--- src/rtl/afifo_wr_ctrl_if.sv ---
// Upstream valid/ready word channel feeding the dual-clock FIFO write controller.
// The producer drives valid/data; the controller answers with ready.
interface afifo_wr_ctrl_if #(
  parameter int WIDTH = 8
);
  logic             in_valid;
  logic [WIDTH-1:0] in_data;
  logic             in_ready;

  modport master (output in_valid, output in_data, input in_ready);
  modport slave  (input in_valid, input in_data, output in_ready);
endinterface

--- src/rtl/afifo_wr_ctrl.sv ---
// Write-side controller of the dual-clock FIFO (wclk domain): pointers, read-pointer sync, full/level/overflow.
// Optional registered almost-full flag enabled by defining AFIFO_WR_ALMOST_FULL_EN.
module afifo_wr_ctrl #(
  parameter int  WIDTH          = 8,
  parameter int  DEPTH          = 16,
  parameter int  ALMOST_FULL_TH = DEPTH - 2,
  localparam int AW             = $clog2(DEPTH)
) (
  input  logic             wclk,
  input  logic             wrstn,
  afifo_wr_ctrl_if.slave   up,
  output logic             ram_wen,
  output logic [AW-1:0]    ram_waddr,
  output logic [WIDTH-1:0] ram_wdata,
  output logic [AW:0]      wptr_gray,
  input  logic [AW:0]      rptr_gray,
  output logic             wfull,
  output logic [AW:0]      wlevel,
  output logic             walmost_full,
  output logic [7:0]       ovf_cnt
);

  if ((DEPTH < 4) || ((DEPTH & (DEPTH - 1)) != 0)) begin : g_bad_depth
    $error("afifo_wr_ctrl: DEPTH must be a power of two and at least 4");
  end
  if ((ALMOST_FULL_TH < 1) || (ALMOST_FULL_TH > DEPTH)) begin : g_bad_th
    $error("afifo_wr_ctrl: ALMOST_FULL_TH must lie in 1..DEPTH");
  end

  logic [AW:0] wbin_reg;
  logic [AW:0] wbin_next;
  logic [AW:0] wgray_reg;
  logic [AW:0] wgray_next;
  logic [AW:0] rq1_reg;
  logic [AW:0] rq2_reg;
  logic [AW:0] rbin_sync;
  logic [AW:0] full_cmp;
  logic        wfull_reg;
  logic [7:0]  ovf_cnt_reg;
  logic        accept;

  assign accept     = up.in_valid & ~wfull_reg;
  assign wbin_next  = wbin_reg + {{AW{1'b0}}, accept};
  assign wgray_next = (wbin_next >> 1) ^ wbin_next;

  // Full when the write pointer is exactly one lap ahead: top two Gray bits inverted.
  assign full_cmp = {~rq2_reg[AW:AW-1], rq2_reg[AW-2:0]};

  genvar gi;
  generate
    for (gi = 0; gi <= AW; gi++) begin : g_gray2bin
      assign rbin_sync[gi] = ^(rq2_reg >> gi);
    end
  endgenerate

  always_ff @(posedge wclk or negedge wrstn) begin
    if (!wrstn) begin
      wbin_reg    <= '0;
      wgray_reg   <= '0;
      rq1_reg     <= '0;
      rq2_reg     <= '0;
      wfull_reg   <= 1'b0;
      ovf_cnt_reg <= '0;
    end else begin
      wbin_reg  <= wbin_next;
      wgray_reg <= wgray_next;
      rq1_reg   <= rptr_gray;
      rq2_reg   <= rq1_reg;
      wfull_reg <= (wgray_next == full_cmp);
      if (up.in_valid && wfull_reg && (ovf_cnt_reg != 8'hFF)) begin
        ovf_cnt_reg <= ovf_cnt_reg + 8'd1;
      end
    end
  end

`ifdef AFIFO_WR_ALMOST_FULL_EN
  logic [AW:0] level_next;
  logic        walmost_full_reg;

  assign level_next = wbin_next - rbin_sync;

  always_ff @(posedge wclk or negedge wrstn) begin
    if (!wrstn) begin
      walmost_full_reg <= 1'b0;
    end else begin
      walmost_full_reg <= (level_next >= (AW+1)'(ALMOST_FULL_TH));
    end
  end

  assign walmost_full = walmost_full_reg;
`else
  assign walmost_full = 1'b0;
`endif

  assign up.in_ready = ~wfull_reg;
  assign ram_wen     = accept;
  assign ram_waddr   = wbin_reg[AW-1:0];
  assign ram_wdata   = up.in_data;
  assign wptr_gray   = wgray_reg;
  assign wfull       = wfull_reg;
  assign wlevel      = wbin_reg - rbin_sync;
  assign ovf_cnt     = ovf_cnt_reg;

endmodule

--- src/flat_wrapper.sv ---
// flat-port wrapper written by rule: the top's interface ports become plain ports
module afifo_wr_ctrl_flat 
#(
  parameter int  WIDTH          = 8,
  parameter int  DEPTH          = 16,
  parameter int  ALMOST_FULL_TH = DEPTH - 2,
  localparam int AW             = $clog2(DEPTH)
)
  (wclk, wrstn, ram_wen, ram_waddr, ram_wdata, wptr_gray, rptr_gray, wfull, wlevel, walmost_full, ovf_cnt, up_in_valid, up_in_data, up_in_ready);
  afifo_wr_ctrl_if #(.WIDTH(WIDTH)) up_i ();
  input  logic wclk;
  input  logic wrstn;
  output logic ram_wen;
  output logic [AW-1:0] ram_waddr;
  output logic [WIDTH-1:0] ram_wdata;
  output logic [AW:0] wptr_gray;
  input  logic [AW:0] rptr_gray;
  output logic wfull;
  output logic [AW:0] wlevel;
  output logic walmost_full;
  output logic [7:0] ovf_cnt;
  input wire logic [$bits(up_i.in_valid)-1:0] up_in_valid;
  input wire logic [$bits(up_i.in_data)-1:0] up_in_data;
  output wire logic [$bits(up_i.in_ready)-1:0] up_in_ready;
  assign up_i.in_valid = up_in_valid;
  assign up_i.in_data = up_in_data;
  assign up_in_ready = up_i.in_ready;
  afifo_wr_ctrl #(.WIDTH(WIDTH), .DEPTH(DEPTH), .ALMOST_FULL_TH(ALMOST_FULL_TH)) u_core (.wclk(wclk), .wrstn(wrstn), .up(up_i), .ram_wen(ram_wen), .ram_waddr(ram_waddr), .ram_wdata(ram_wdata), .wptr_gray(wptr_gray), .rptr_gray(rptr_gray), .wfull(wfull), .wlevel(wlevel), .walmost_full(walmost_full), .ovf_cnt(ovf_cnt));
endmodule
--- config.mk ---
export PLATFORM = sky130hd
export DESIGN_NAME = afifo_wr_ctrl_flat
export DESIGN_NICKNAME = d
export VERILOG_FILES = /design/src/rtl/afifo_wr_ctrl_if.sv /design/src/rtl/afifo_wr_ctrl.sv /design/src/flat_wrapper.sv
export SDC_FILE = /design/constraint.sdc
export NUM_CORES = 1
export LEC_CHECK = 0
export CORE_ASPECT_RATIO = 1.2
export CORE_UTILIZATION = 25
export DETAILED_ROUTE_END_ITERATION = 8
export MAX_ROUTING_LAYER = met4
export SETUP_SLACK_MARGIN = 0.4
export SLEW_MARGIN = 10
export SYNTH_ARGS = -nofsm -noshare
export SYNTH_HDL_FRONTEND = slang
export SYNTH_SLANG_ARGS = --single-unit
--- constraint.sdc ---
create_clock -name wclk -period 3.7 [get_ports wclk]
set_clock_uncertainty 0.1 [all_clocks]
set_input_delay 0.74 -clock wclk [delete_from_list [all_inputs] [get_ports wclk]]
set_output_delay 0.74 -clock wclk [all_outputs]
set_load 0.03 [all_outputs]
==> Slide: Implementation Results, run 1 <==
Physical Implementation Snapshot

Outcome
  – Status: complete, no violations

Synthesis
  – Post-Syn Instances: 120
  – Synth cell count leaders: dfrtp_1 (28), xnor2_1 (12), xor2_1 (11)
  – Area leader share: 0.510
  – EDFF count, synth: 0
  – Count leader, synth: dfrtp_1
  – Ys flop type: dfrtp_1
  – Area of the mapped netlist: 0.00138 mm2
  – Comb area leader: XOR/XNOR gates
  – Seq share, synth: 0.510
  – Unique cell type count in the Yosys netlist: 27
  – Synthesized net count: 144
  – Yosys warning total: 0

Drt
  – Post-route DRC: 0
  – Drt via density: 4.14

Worst setup path
  – CP max FO: 2
  – Crit path from: u_core.rq2_reg[3]$_DFF_PN0_
  – Worst flop-to-flop path endpoint: u_core.wfull$_DFF_PN0_
  – Buf/Inv on CP: 2
  – Critical path cell sequence: xnor2_2 > xor2_2 > xor2_2 > xnor2_1 > ha_2 > fa_2 > inv_2 > a21o_1 > a21oi_2 > xnor2_2 > buf_6
  – Reg-to-reg slack, setup: 1.32 ns
  – Top Family by Delay on Critical Path: XOR/XNOR gates

Floorplan
  – # Taps: 62
  – Die Y: 83.2 um
  – Core area: 0.00530 mm2

GRT
  – Vias in the first global route: 917
  – GRT busiest layer: met2
  – First-pass GRT wire length: 4.05 mm

Power and ir drop
  – Maximum VDD drop: 0.313 mV
  – Pwr dens: 862 mW/mm2
  – Combinational power share: 0.607
  – Sw Ratio: 0.439

Finish
  – Most numerous logic cell after layout: dfrtp_1
  – Multi-input combinational area share: 0.323
  – Mi-comb count: 73
  – Non-CTS buffers: 44
  – FF+latch count: 28
  – Non-clk invs: 10

STA
  – Max Fclk: 0.298 GHz
  – Setup TNS: 0 ns
  – Worst hold margin: 0.255 ns
  – Worst setup margin: 0.340 ns

Clock tree
  – Resize count post-CTS: 20
  – Max Buffers Root-to-Sink: 2
  – H-tree levels: 1

Flow run
  – Tool warnings: 28
  – Max-cap violations: 0

Place
  – Placed cells: 207

Worst hold path
  – Worst Hold End: u_core.rq2_reg[0]$_DFF_PN0_
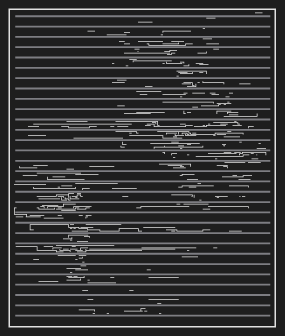
run_1/m1.png
Supply wires on this layer in grey.
share of all routed wire: 43%
main direction: horizontal

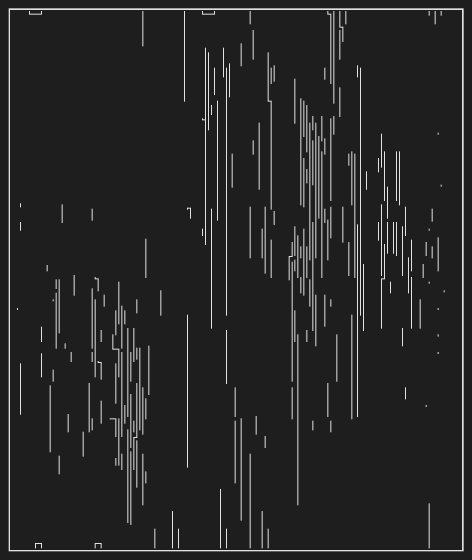
run_1/m2.png
nets with wire on the layer: 156
longest straight run: 38.1 um
share of all routed wire: 52%
main direction: vertical
wire length on this layer: 1290 um

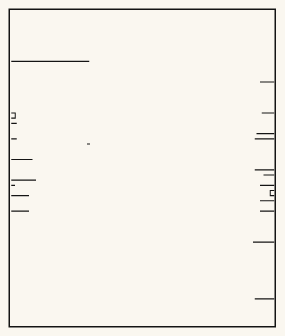
run_1/m3.png
share of all routed wire: 3.8%
nets with wire on the layer: 21
main direction: horizontal
wire length on this layer: 93.6 um

run_1/clock_nets.png
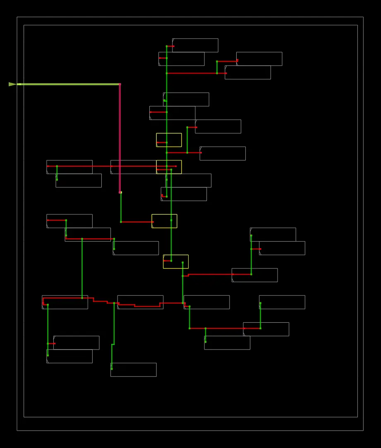

## Run 2: what changed since run 1
PLACE_DENSITY = 0.52   (was not set)
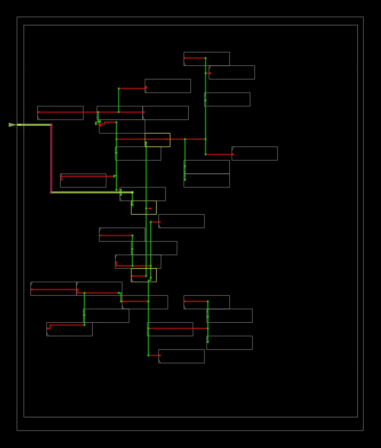
run_2/clock_nets.png
CLK BUF: 3
Clk. pwr: 156 uW

==> run 2 against run 1 <==
Against the previous run:
- cell count decreased by 3.2%
- maximum frequency decreased by 1.4%
- largest power group unchanged
- hold slack improved by 0.0017 ns
- first-iteration DRC count decreased by 87%
- routed wire length increased by 7.2%
- sequential power increased by 1%
- clock-buffer cell count decreased by 1
- critical endpoint unchanged
- largest cell class unchanged
==> Slide: Implementation Results, run 2 <==
Physical Implementation Snapshot

Outcome
  – Status: complete, no violations

Drt
  – WL met3: 154 um
  – Drt via density: 4.34 (+4.6%)
  – DR WL/cell: 12.4 um
  – Metal-1 WL: 1.09 mm
  – Post-route DRC: 0 (unchanged)

Power and ir drop
  – Pwr dens: 885 mW/mm2 (+2.7%)
  – Maximum VDD drop: 0.405 mV (+29%)
  – Combinational power share: 0.621 (+0.014)

Finish
  – Non-CTS buffers: 38 (-14%)
  – Mi-comb count: 73 (unchanged)
  – Most numerous logic cell after layout: dfrtp_1
  – Fillcell total: 536
  – Multi-input combinational area share: 0.333 (+0.0107)
  – Non-clk invs: 10 (unchanged)

Clock tree
  – H-tree levels: 1 (unchanged)
  – CTS buffer count: 3
  – Max Buffers Root-to-Sink: 2 (unchanged)
  – Resize count post-CTS: 19 (-5.0%)

Synthesis
  – Count leader, synth: dfrtp_1
  – EDFF count, synth: 0 (unchanged)
  – Synthesized net count: 144 (unchanged)
  – Yosys warning total: 0 (unchanged)
  – Ys flop type: dfrtp_1
  – Area leader share: 0.510 (unchanged)
  – Seq share, synth: 0.510 (unchanged)
  – Synth cell count leaders: dfrtp_1 (28), xnor2_1 (12), xor2_1 (11)
  – Post-Syn Instances: 120 (unchanged)
  – Comb area leader: XOR/XNOR gates

Worst setup path
  – Critical path cell sequence: xnor2_2 > xor2_2 > xor2_1 > buf_4 > buf_4 > inv_1 > fa_2 > inv_2 > a21o_1 > a21oi_2 > xnor2_2 > buf_6
  – Buf/Inv on CP: 5 (+3)
  – CP max FO: 2 (unchanged)
  – Register-to-Register Path Depth: 7
  – Reg-to-reg slack, setup: 1.31 ns (about the same)
  – Crit path from: u_core.rq2_reg[3]$_DFF_PN0_

GRT
  – GRT busiest layer: met2
  – Vias in the first global route: 1004 (+9.5%)
  – First-pass GRT wire length: 4.44 mm (+9.7%)
  – Total GRT Usage: 0.0962

Floorplan
  – Core area: 0.00530 mm2 (unchanged)
  – Die Y: 83.2 um (unchanged)
  – # Taps: 62 (unchanged)

Worst hold path
  – Worst hold path class: reg2reg

Flow run
  – Tool warnings: 28 (unchanged)

STA
  – Worst setup margin: 0.291 ns (-0.0485 ns)
  – Worst hold margin: 0.257 ns (+0.00170 ns)
  – Setup TNS: 0 ns (unchanged)

Place
  – Port-buffer cells: 32
  – Placed cells: 206 (-0.48%)
Power and IR drop assume default switching activity.
